==> src/rtl/instr_fetch_unit.sv <==
// instr_fetch_unit: multicycle PC/fetch stage with req/ready imem read, latched instruction and PC redirect
module instr_fetch_unit #(
   parameter int ADDR_W = 16,
   parameter logic [ADDR_W-1:0] RESET_PC = '0
) (
   input  logic              clk,
   input  logic              reset,
   input  logic              fetch_en,
   input  logic              pc_load,
   input  logic [ADDR_W-1:0] pc_load_val,
   output logic              imem_req,
   output logic [ADDR_W-1:0] imem_addr,
   input  logic              imem_ready,
   input  logic [15:0]       imem_rdata,
   output logic [15:0]       instr,
   output logic              instr_valid,
   output logic [ADDR_W-1:0] instr_pc,
   output logic [ADDR_W-1:0] pc_plus1,
   output logic [ADDR_W-1:0] pc,
   output logic              busy
);
   typedef enum logic [1:0] {IDLE, WAIT, VALID} state_t;
   state_t state_q, state_d;
   logic [ADDR_W-1:0] pc_q, pc_d, instr_pc_q, instr_pc_d;
   logic [15:0] instr_q, instr_d;
   always_comb begin
      state_d = state_q;
      pc_d = pc_load ? pc_load_val : pc_q;
      instr_d = instr_q;
      instr_pc_d = instr_pc_q;
      case (state_q)
         IDLE: state_d = fetch_en ? WAIT : IDLE;
         WAIT: if (imem_ready && !pc_load) begin
            instr_d = imem_rdata;
            instr_pc_d = pc_q;
            pc_d = pc_q + ADDR_W'(1);
            state_d = VALID;
         end
         VALID: state_d = fetch_en ? WAIT : VALID;
         default: state_d = IDLE;
      endcase
   end
   always_ff @(posedge clk) begin
      if (reset) begin
         state_q <= IDLE;
         pc_q <= RESET_PC;
         instr_q <= '0;
         instr_pc_q <= RESET_PC;
      end else begin
         state_q <= state_d;
         pc_q <= pc_d;
         instr_q <= instr_d;
         instr_pc_q <= instr_pc_d;
      end
   end
   // address comes straight from the pc register, never from pc_load_val
   assign imem_req = state_q == WAIT;
   assign busy = state_q == WAIT;
   assign imem_addr = pc_q;
   assign pc = pc_q;
   assign instr = instr_q;
   assign instr_pc = instr_pc_q;
   assign instr_valid = state_q == VALID;
   assign pc_plus1 = instr_pc_q + ADDR_W'(1);
endmodule

==> config.mk <==
export PLATFORM = sky130hd
export DESIGN_NAME = instr_fetch_unit
export DESIGN_NICKNAME = d
export VERILOG_FILES = /design/src/rtl/instr_fetch_unit.sv
export SDC_FILE = /design/constraint.sdc
export NUM_CORES = 1
export LEC_CHECK = 0
export ABC_AREA = 1
export ABC_CLOCK_PERIOD_IN_PS = 1800
export CORE_MARGIN = 2
export CORE_UTILIZATION = 43
export CTS_CLUSTER_SIZE = 8
export DETAILED_ROUTE_END_ITERATION = 7
export GPL_TIMING_DRIVEN = 1
export PLACE_DENSITY = 0.81
export SYNTH_ARGS = -nofsm -noshare
export SYNTH_HDL_FRONTEND = slang
export SYNTH_SLANG_ARGS = --single-unit
export TNS_END_PERCENT = 50
==> constraint.sdc <==
create_clock -name clk -period 1.8 [get_ports clk]
set_clock_uncertainty 0.05 [all_clocks]
set_input_delay 0.36 -clock clk [delete_from_list [all_inputs] [get_ports clk]]
set_output_delay 0.36 -clock clk [all_outputs]
set_load 0.02 [all_outputs]
==> impl_metrics.toml <==
# physical design summary
[floorplan]
die_area_mm2 = 0.00714
num_io_pins = 120
die_height_um = 84.5
die_x_um = 84.5

[route]
firstDrtPassIters = 5
first_iter_violations = 150
drc = 0

[clocking]
clk_latency_ns = 0.30
cts_tree = "built"
clk_pin_slew_ns = 0.09
holdBufCountCts = 0
cts-root-buf = "clkbuf_8"
cts_sinks = 50

[cells_and_area]
nNetsFinal = 590
stdcell_area_mm2 = 0.00443
syn2layout_area_growth_pct = 59.0
drive_gt1_share_pct = 23.0
instances_no_fill = 629

[global_routing]
grtUsageMet2_pct = 39.1
busiest_layer = "met2"
grtUsageTotal_pct = 21.9
grt_pass1_vias = 2826
antenna_found_initial = 0
grt-ovfl-total = 0
grt_pass1_wl_um = 12900
grt_max_degree = 28

[setup_path]
crit_path_end_kind = "output port"
worstSetupPathType = "reg -> out"
crit_path_max_fanout = 3
timing.rr.start = "imem_addr[1]"
critical_path_required_ns = 1.39

[sta]
fmax_ghz = 0.518
slew_headroom_pct = 82.3
layout_setup_ws_ns = -0.129
tightest_slew_ns = 0.266
fin_tns_setup_ns = -0.890
rsz0062_at_grt = "true"
setup_violations = 12
drv_slew = 0
hold_violations = 0

[logic_synthesis]
synth.area.top_cells = "dfxtp_1 (36%), nand2_1 (11%), nor2_1 (9.6%)"
ys_warn_count = 0
synth_chip_area_mm2 = 0.00279
top_area_cell = "dfxtp_1"
ys.flops = 50
ys_types = 30
mux_share_pct = 0
ys_sh_xor_pct = 4.71
synthesis.instances = 406
top_logic_kind = "simple AND/OR/NAND/NOR gates"
compound_area_share_pct = 13.3
synth-simple-area-share_pct = 31.7

[worst_hold_path]
hp-start = "instr[9]"
hold_class = "reg -> reg"

[place]
dpl_cell_area_mm2 = 0.00426
place_ws_ns = -0.378

[pwr]
power.density_mw_per_mm2 = 570
p_leak_nw = 2.16
finalPower_mw = 2.53

[outcome]
status = "finished, violations left"
violations = "negative setup slack"
flip-flops by register name, summed over array words and instances, names as in the netlist:
signal and count:
imem_addr 16, instr 16, instr_pc 16, state_q 2
routing by layer:
layer  wire, um  part of all wire [%]
met3        456                   5.5
met5          0                     0
met2       4170                    51
met1       3510                    43
met4        103                   1.3
power by group:
group | total [mW] | leakage, nW | switching (mW) | internal (mW)
logic | 0.666 | 1.70 | 0.344 | 0.322
clock network | 0.646 | 0.0452 | 0.371 | 0.275
registers | 1.22 | 0.411 | 0.0573 | 1.16
total | 2.53 | 2.16 | 0.772 | 1.76
final timing paths:
kind                                       to  slack [ns]  cells after the start
worst max-delay path             pc_plus1[12]       -0.13                      8
worst min-delay path                 instr[9]        0.44                      2
worst max register to register  imem_addr[14]        0.23                      8
worst min register to register       instr[9]        0.44                      2
area by class of cell:
class | instances | area [um^2]
well taps | 77 | 96.3
clock inverters | 2 | 13.8
fillers | 561 | 1880
inverters | 32 | 123
clock buffers | 6 | 72.6
repair buffers | 173 | 1560
multi-input cells | 289 | 1550
flip-flops and latches | 50 | 1010
critical path, stage by stage (launching register included):
cell     delay [ns]
dfxtp_4        0.37
ha_4           0.15
nand2_4        0.05
nor3_4         0.14
nand3_2        0.14
nor2_1         0.12
nand2_1        0.06
nand2_1        0.07
buf_6          0.11
Yosys cell counts:
cell       n
nand2_1   84
nor2_1    71
dfxtp_1   50
o21ai_0   41
inv_1     28
buf_4     20
nand3_1   18
nor2_2    13
a21oi_1   11
xnor2_1    8
xor2_1     7
buf_2      6
buf_6      5
clkbuf_1   4
nand2_2    4
nor2_4     4
nor3_1     4
o211ai_1   4
o21ai_1    4
a211oi_1   3
a31oi_1    3
inv_2      3
nand4_1    3
ha_1       2
inv_4      1
nor3_2     1
nor4_1     1
o211ai_2   1
o21a_1     1
or2_2      1
cell usage in the layout (no fill, tap or decap), types with 2 or more instances in the layout:
cell | synthesis | layout
clkbuf_8 | 0 | 5
nand2_2 | 4 | 7
nor3_1 | 4 | 3
nand2_4 | 0 | 3
inv_2 | 3 | 5
dlygate4sd2_1 | 0 | 28
xnor2_1 | 8 | 3
buf_4 | 20 | 65
o21ai_0 | 41 | 40
nand2_1 | 84 | 78
nor3_4 | 0 | 2
nand3_2 | 0 | 3
nand4_1 | 3 | 3
nor2_1 | 71 | 69
nand3_1 | 18 | 15
dlymetal6s2s_1 | 0 | 7
nor2_4 | 4 | 8
a31oi_1 | 3 | 3
clkdlybuf4s50_1 | 0 | 70
xor2_1 | 7 | 7
xnor2_2 | 0 | 5
a21oi_1 | 11 | 11
nor2_2 | 13 | 11
dfxtp_1 | 50 | 46
inv_1 | 28 | 26
buf_6 | 5 | 2
o211ai_1 | 4 | 4
o21ai_1 | 4 | 5
a211oi_1 | 3 | 3
dfxtp_4 | 0 | 3
cell families (layout without fill, tap and decap cells):
family	after synthesis	in the layout
fa+ha+maj	2	2
flops	50	50
compound gates	68	68
xor+xnor	15	15
simple gates	204	204
buf+inv	67	213
timing repair:
item                                    in CTS  in global routing
pin swaps                                   12                 17
resized                                    114                 27
endpoints found under the setup margin      40                 21
buffers inserted                             0                  1
cloned                                       0                  0
**M1 wires**

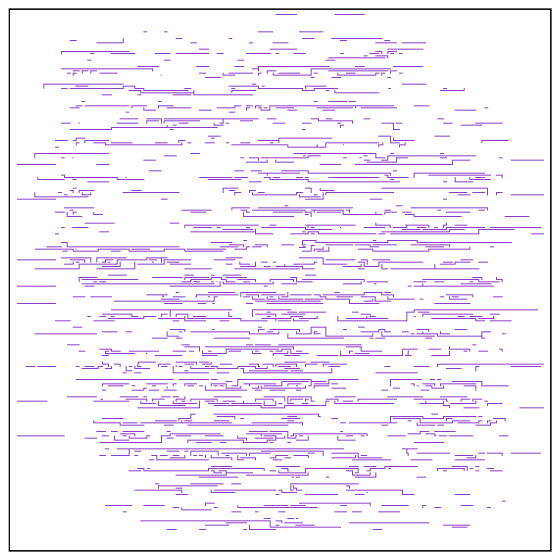
The longest straight run is 35.4 um. The wires run mostly horizontal.
DR vias: 3084
met1 global-route usage: 27.2%
DRT Wirelength: 8240 um

**Sequential cells coloured by netlist name**

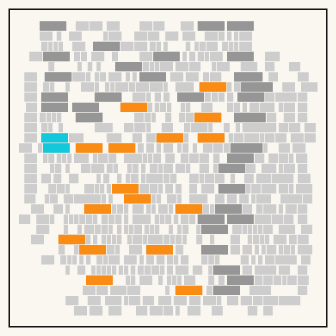
imem_addr: marked orange, flops 16. state_q: marked cyan, flops 2.
Another 32 sequential cells are not coloured.
sequential power: 1.22 mW
Core Util, Final: 70.2%
FF/Latch Area: 0.00101 mm^2
Seq/total area: 22.9%

**Cell density map**

8 x 8 tiles, from white (low) to dark blue (high), 0 to 100% covered.
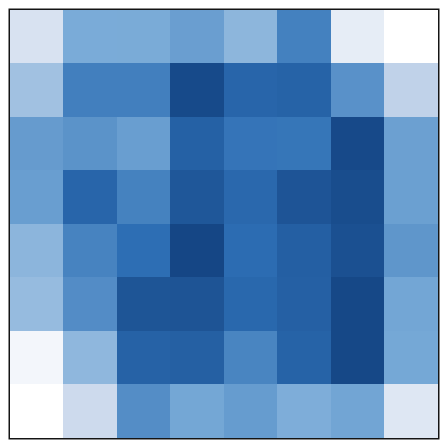
38% of the tiles are over 75% full. The mean over all tiles is 61%. 3.1% of the tiles are nearly empty. The emptiest ninth of the die: south-west. The fullest tile reaches 91%.
Starting Density: 44.2%
Core Box Area: 0.00631 mm^2

No activity file was given, so power comes from the tool's default toggle rates.
